--- config.mk ---
export PLATFORM = sky130hd
export DESIGN_NAME = led_frame_scheduler
export DESIGN_NICKNAME = d
export VERILOG_FILES = /design/src/rtl/led_frame_scheduler_pkg.sv /design/src/rtl/led_write_holding.sv /design/src/rtl/led_frame_scheduler.sv
export SDC_FILE = /design/constraint.sdc
export NUM_CORES = 1
export LEC_CHECK = 0
export CORE_MARGIN = 3
export CORE_UTILIZATION = 41
export DETAILED_ROUTE_END_ITERATION = 16
export GPL_TIMING_DRIVEN = 0
export PLACE_DENSITY = 0.76
export SKIP_CTS_REPAIR_TIMING = 1
export SLEW_MARGIN = 30
export SYNTH_ARGS = -nofsm -noshare
export SYNTH_HDL_FRONTEND = slang
export SYNTH_SLANG_ARGS = --single-unit
--- constraint.sdc ---
create_clock -name clock_12mhz -period 1.8 [get_ports clock_12mhz]
set_input_delay 0.54 -clock clock_12mhz [delete_from_list [all_inputs] [get_ports clock_12mhz]]
set_output_delay 0.54 -clock clock_12mhz [all_outputs]
set_load 0.02 [all_outputs]
--- src/rtl/led_frame_scheduler_pkg.sv ---
// Shared widths, defaults and FSM encoding for the LED colour RAM scheduler.
package led_frame_scheduler_pkg;

    localparam int LED_ADDR_WIDTH        = 9;
    localparam int LED_DATA_WIDTH        = 24;
    localparam int LED_COUNT_DEFAULT     = 300;
    localparam int LED_FRAME_GAP_DEFAULT = 600;

    typedef enum logic [1:0] {
        SCHED_GAP     = 2'd0,
        SCHED_FETCH   = 2'd1,
        SCHED_WAIT    = 2'd2,
        SCHED_PRESENT = 2'd3
    } sched_state_e;

    // A gap of one cycle still needs a one-bit counter.
    function automatic int gap_counter_width(input int cycles);
        return (cycles > 1) ? $clog2(cycles) : 1;
    endfunction

endpackage

--- src/rtl/led_write_holding.sv ---
// One-deep holding register for UART colour writes; a newer request replaces
// an unretired one and flags the loss with a one-cycle overrun pulse.
module led_write_holding
    import led_frame_scheduler_pkg::*;
#(
    parameter int ADDR_WIDTH = LED_ADDR_WIDTH,
    parameter int DATA_WIDTH = LED_DATA_WIDTH
) (
    input  logic                  clock_12mhz,
    input  logic                  reset,
    input  logic                  perform_write,
    input  logic [ADDR_WIDTH-1:0] write_address,
    input  logic [DATA_WIDTH-1:0] write_data,
    input  logic                  retire,
    output logic                  pending,
    output logic [ADDR_WIDTH-1:0] held_address,
    output logic [DATA_WIDTH-1:0] held_data,
    output logic                  write_overrun
);

    always_ff @(posedge clock_12mhz) begin
        if (reset) begin
            pending       <= 1'b0;
            held_address  <= '0;
            held_data     <= '0;
            write_overrun <= 1'b0;
        end else begin
            // Retiring in the same cycle frees the slot, so that is not a loss.
            write_overrun <= perform_write && pending && !retire;
            if (perform_write) begin
                pending      <= 1'b1;
                held_address <= write_address;
                held_data    <= write_data;
            end else if (retire) begin
                pending <= 1'b0;
            end
        end
    end

endmodule

--- src/rtl/led_frame_scheduler.sv ---
// Scans the LED colour RAM once per frame into the serializer and shares the
// single RAM port with buffered UART writes.
module led_frame_scheduler
    import led_frame_scheduler_pkg::*;
#(
    parameter int ADDR_WIDTH       = LED_ADDR_WIDTH,
    parameter int DATA_WIDTH       = LED_DATA_WIDTH,
    parameter int LED_COUNT        = LED_COUNT_DEFAULT,
    parameter int FRAME_GAP_CYCLES = LED_FRAME_GAP_DEFAULT
) (
    input  logic                  clock_12mhz,
    input  logic                  reset,
    input  logic                  perform_write,
    input  logic [ADDR_WIDTH-1:0] write_address,
    input  logic [DATA_WIDTH-1:0] write_data,
    output logic                  write_overrun,
    output logic                  ram_enable,
    output logic                  ram_write_enable,
    output logic [ADDR_WIDTH-1:0] ram_address,
    output logic [DATA_WIDTH-1:0] ram_write_data,
    input  logic [DATA_WIDTH-1:0] ram_read_data,
    output logic                  pixel_valid,
    output logic [DATA_WIDTH-1:0] pixel_data,
    input  logic                  pixel_ready,
    output logic                  frame_start,
    output logic                  frame_done,
    output sched_state_e          debug_state
);

    localparam int GAP_W = gap_counter_width(FRAME_GAP_CYCLES);
    localparam logic [GAP_W-1:0]      GAP_LAST  = GAP_W'(FRAME_GAP_CYCLES - 1);
    localparam logic [ADDR_WIDTH-1:0] LAST_ADDR = ADDR_WIDTH'(LED_COUNT - 1);

    sched_state_e          state;
    logic [GAP_W-1:0]      gap_count;
    logic [ADDR_WIDTH-1:0] scan_address;
    logic                  deferred;
    logic                  pending;
    logic [ADDR_WIDTH-1:0] held_address;
    logic [DATA_WIDTH-1:0] held_data;
    logic                  read_grant;
    logic                  write_grant;

    led_write_holding #(
        .ADDR_WIDTH (ADDR_WIDTH),
        .DATA_WIDTH (DATA_WIDTH)
    ) u_write_holding (
        .clock_12mhz   (clock_12mhz),
        .reset         (reset),
        .perform_write (perform_write),
        .write_address (write_address),
        .write_data    (write_data),
        .retire        (write_grant),
        .pending       (pending),
        .held_address  (held_address),
        .held_data     (held_data),
        .write_overrun (write_overrun)
    );

    // A fetch yields to a pending write once, then wins on the retry.
    always_comb begin
        read_grant  = (state == SCHED_FETCH) && (!pending || deferred);
        write_grant = pending && !read_grant;
    end

    assign ram_enable       = read_grant || write_grant;
    assign ram_write_enable = write_grant;
    assign ram_address      = write_grant ? held_address : (read_grant ? scan_address : '0);
    assign ram_write_data   = write_grant ? held_data : '0;
    assign debug_state      = state;

    // Pixel handshake: pixel_valid rises with pixel_data already stable, both
    // hold until a cycle with pixel_valid && pixel_ready, which is the transfer;
    // pixel_valid never drops without a transfer except on reset.
    always_ff @(posedge clock_12mhz) begin
        if (reset) begin
            state        <= SCHED_GAP;
            gap_count    <= '0;
            scan_address <= '0;
            deferred     <= 1'b0;
            pixel_valid  <= 1'b0;
            pixel_data   <= '0;
            frame_start  <= 1'b0;
            frame_done   <= 1'b0;
        end else begin
            frame_start <= 1'b0;
            frame_done  <= 1'b0;
            case (state)
                SCHED_GAP: begin
                    if (gap_count == GAP_LAST) begin
                        gap_count    <= '0;
                        scan_address <= '0;
                        frame_start  <= 1'b1;
                        state        <= SCHED_FETCH;
                    end else begin
                        gap_count <= gap_count + GAP_W'(1);
                    end
                end
                SCHED_FETCH: begin
                    if (read_grant) begin
                        deferred <= 1'b0;
                        state    <= SCHED_WAIT;
                    end else begin
                        deferred <= 1'b1;
                    end
                end
                SCHED_WAIT: begin
                    pixel_data  <= ram_read_data;
                    pixel_valid <= 1'b1;
                    state       <= SCHED_PRESENT;
                end
                SCHED_PRESENT: begin
                    if (pixel_ready) begin
                        pixel_valid <= 1'b0;
                        if (scan_address == LAST_ADDR) begin
                            frame_done <= 1'b1;
                            state      <= SCHED_GAP;
                        end else begin
                            scan_address <= scan_address + ADDR_WIDTH'(1);
                            state        <= SCHED_FETCH;
                        end
                    end
                end
                default: state <= SCHED_GAP;
            endcase
        end
    end

endmodule

==> results.sh <==
# source this file to load flow results
export IMPL_outcome="finished, violations left"
export IMPL_violations="negative setup slack"
export IMPL_placedCellCount=626
export IMPL_p_sw_share_pct=29.1
export IMPL_htreeDepth=3
export IMPL_finalHoldViolCount=0
export IMPL_top_layer="met4"
export IMPL_mi_logic_area_um2=1990
export IMPL_required_ns=1.26
export IMPL_switchingPower_mw=1.30
export IMPL_gr_total_overflow=0
export IMPL_antenna_cells=0
export IMPL_numCtsBuffers=9
export IMPL_ys_top_cells_by_count="dfxtp_1, nor2_1, mux2i_1"
export IMPL_top_power_group="registers"
export IMPL_layout_nets=607
export IMPL_p_comb_mw=1.11
export IMPL_final_cells=649
export IMPL_antenna_found_initial=0
export IMPL_nonClockBufferCount=153
export IMPL_syn_area_um2=3670
export IMPL_io_pins=126
export IMPL_criticalPathCategory="reg2out"
export IMPL_top_cells_by_area="dfxtp_1, mux2i_1, nor2_1"
export IMPL_path_clk_slew_ns=0.08
export IMPL_worst_slack_ns=-0.467
export IMPL_met3_length_um=580
export IMPL_coreArea_um2=8460
export IMPL_ys_warn_count=0
export IMPL_whs_path_depth=2
export IMPL_ir_drop_mv=0.399
export IMPL_rr_worst_depth=6
export IMPL_path_max_fanout=6
export IMPL_top_regs="pixel_data (24), u_write_holding.held_data (24), gap_count (10)"
export IMPL_fp_utilization_pct=43.3
export IMPL_power_mw=4.48
export IMPL_hpwl_um=7220
export IMPL_setup_violations=59
stage by stage:
step                TNS (ns)  utilization [%]
finish                -14.58             65.3
global route          -23.39             65.3
CTS                   -36.36             63.3
detailed placement    -43.90             61.1
global placement      -43.70             61.1
floorplan             -0.151                -
worst paths after layout:
kind / from / end / slack, ns
setup / recovery: debug_state[1] / ram_write_data[20] / -0.47
hold / removal: deferred / deferred / 0.49
setup reg to reg: debug_state[0] / pixel_data[21] / -0.04
hold reg to reg: deferred / deferred / 0.49
critical path, stage by stage (launching register included):
cell and delay (ns):
dfxtp_4 0.36, inv_4 0.04, ha_4 0.15, a21boi_4 0.14, nor2b_4 0.14, buf_12 0.14
clkbuf_16 0.13, and2_4 0.12, clkbuf_2 0.15
Figure 1. Register map, names as in the netlist.
Scale: 3 px per um. Other sequential cells in the stronger gray, the rest of the logic in the fainter gray.
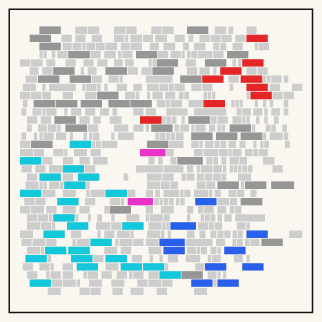
Magenta is debug_state, placed flops 2. Red is u_write_holding.held_address, placed flops 9, where north-east. Blue is gap_count, placed flops 10. Cyan is pixel_data, placed flops 24.
Another 39 sequential cells are not colored.
flop share of the area: 30.8%
Final Util: 65.3%
P_seq: 2.07 mW
Flop area: 1700 um2

Figure 2. A small window of the routed layout.
Window x 38 to 63, y 18 to 43 um. Cells in gray, sequential cells in the stronger gray; small squares are vias.
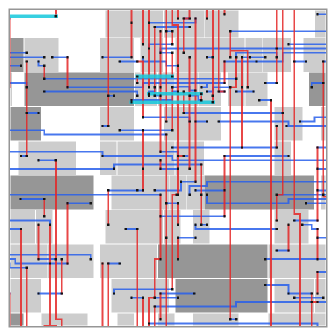
Cyan is metal 3. Red is metal 2. Blue is metal 1.
Sequential cells in the window: 5. Most frequent: dlymetal6s2s_1 (5), nor2_1 (4), ha_1 (4). Netlist names of flops here include gap_count (3). 43 logic cells have their middle in the window.

Figure 3. Ports around the boundary.
Scale: 4 px per um. Pins as bars across the die edge, other pins in gray.
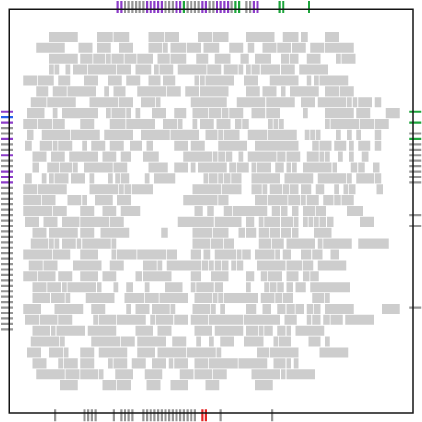
Purple is ram_write_data, pins 24, direction output, edge 17 north, 7 west. Green is write_address, pins 9, direction input, edge 6 north, 3 east. Blue is ram_write_enable, pins 1, direction output, edge west. Red is debug_state, pins 2, direction output, edge south.
All pins by edge: 41 north, 41 west, 29 south, 15 east.
die span in y: 101 um
IO buf count: 124
die x size: 101 um

Figure 4. Routing congestion.
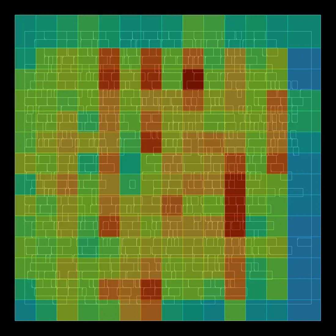
M2 GR Usage: 31.1%
met3 Use GR: 5.26%
GR Layer Usage met1: 24.3%
GRT Total Usage: 19.2%

Power figures rest on the tool's default switching activity, not on a simulated workload.
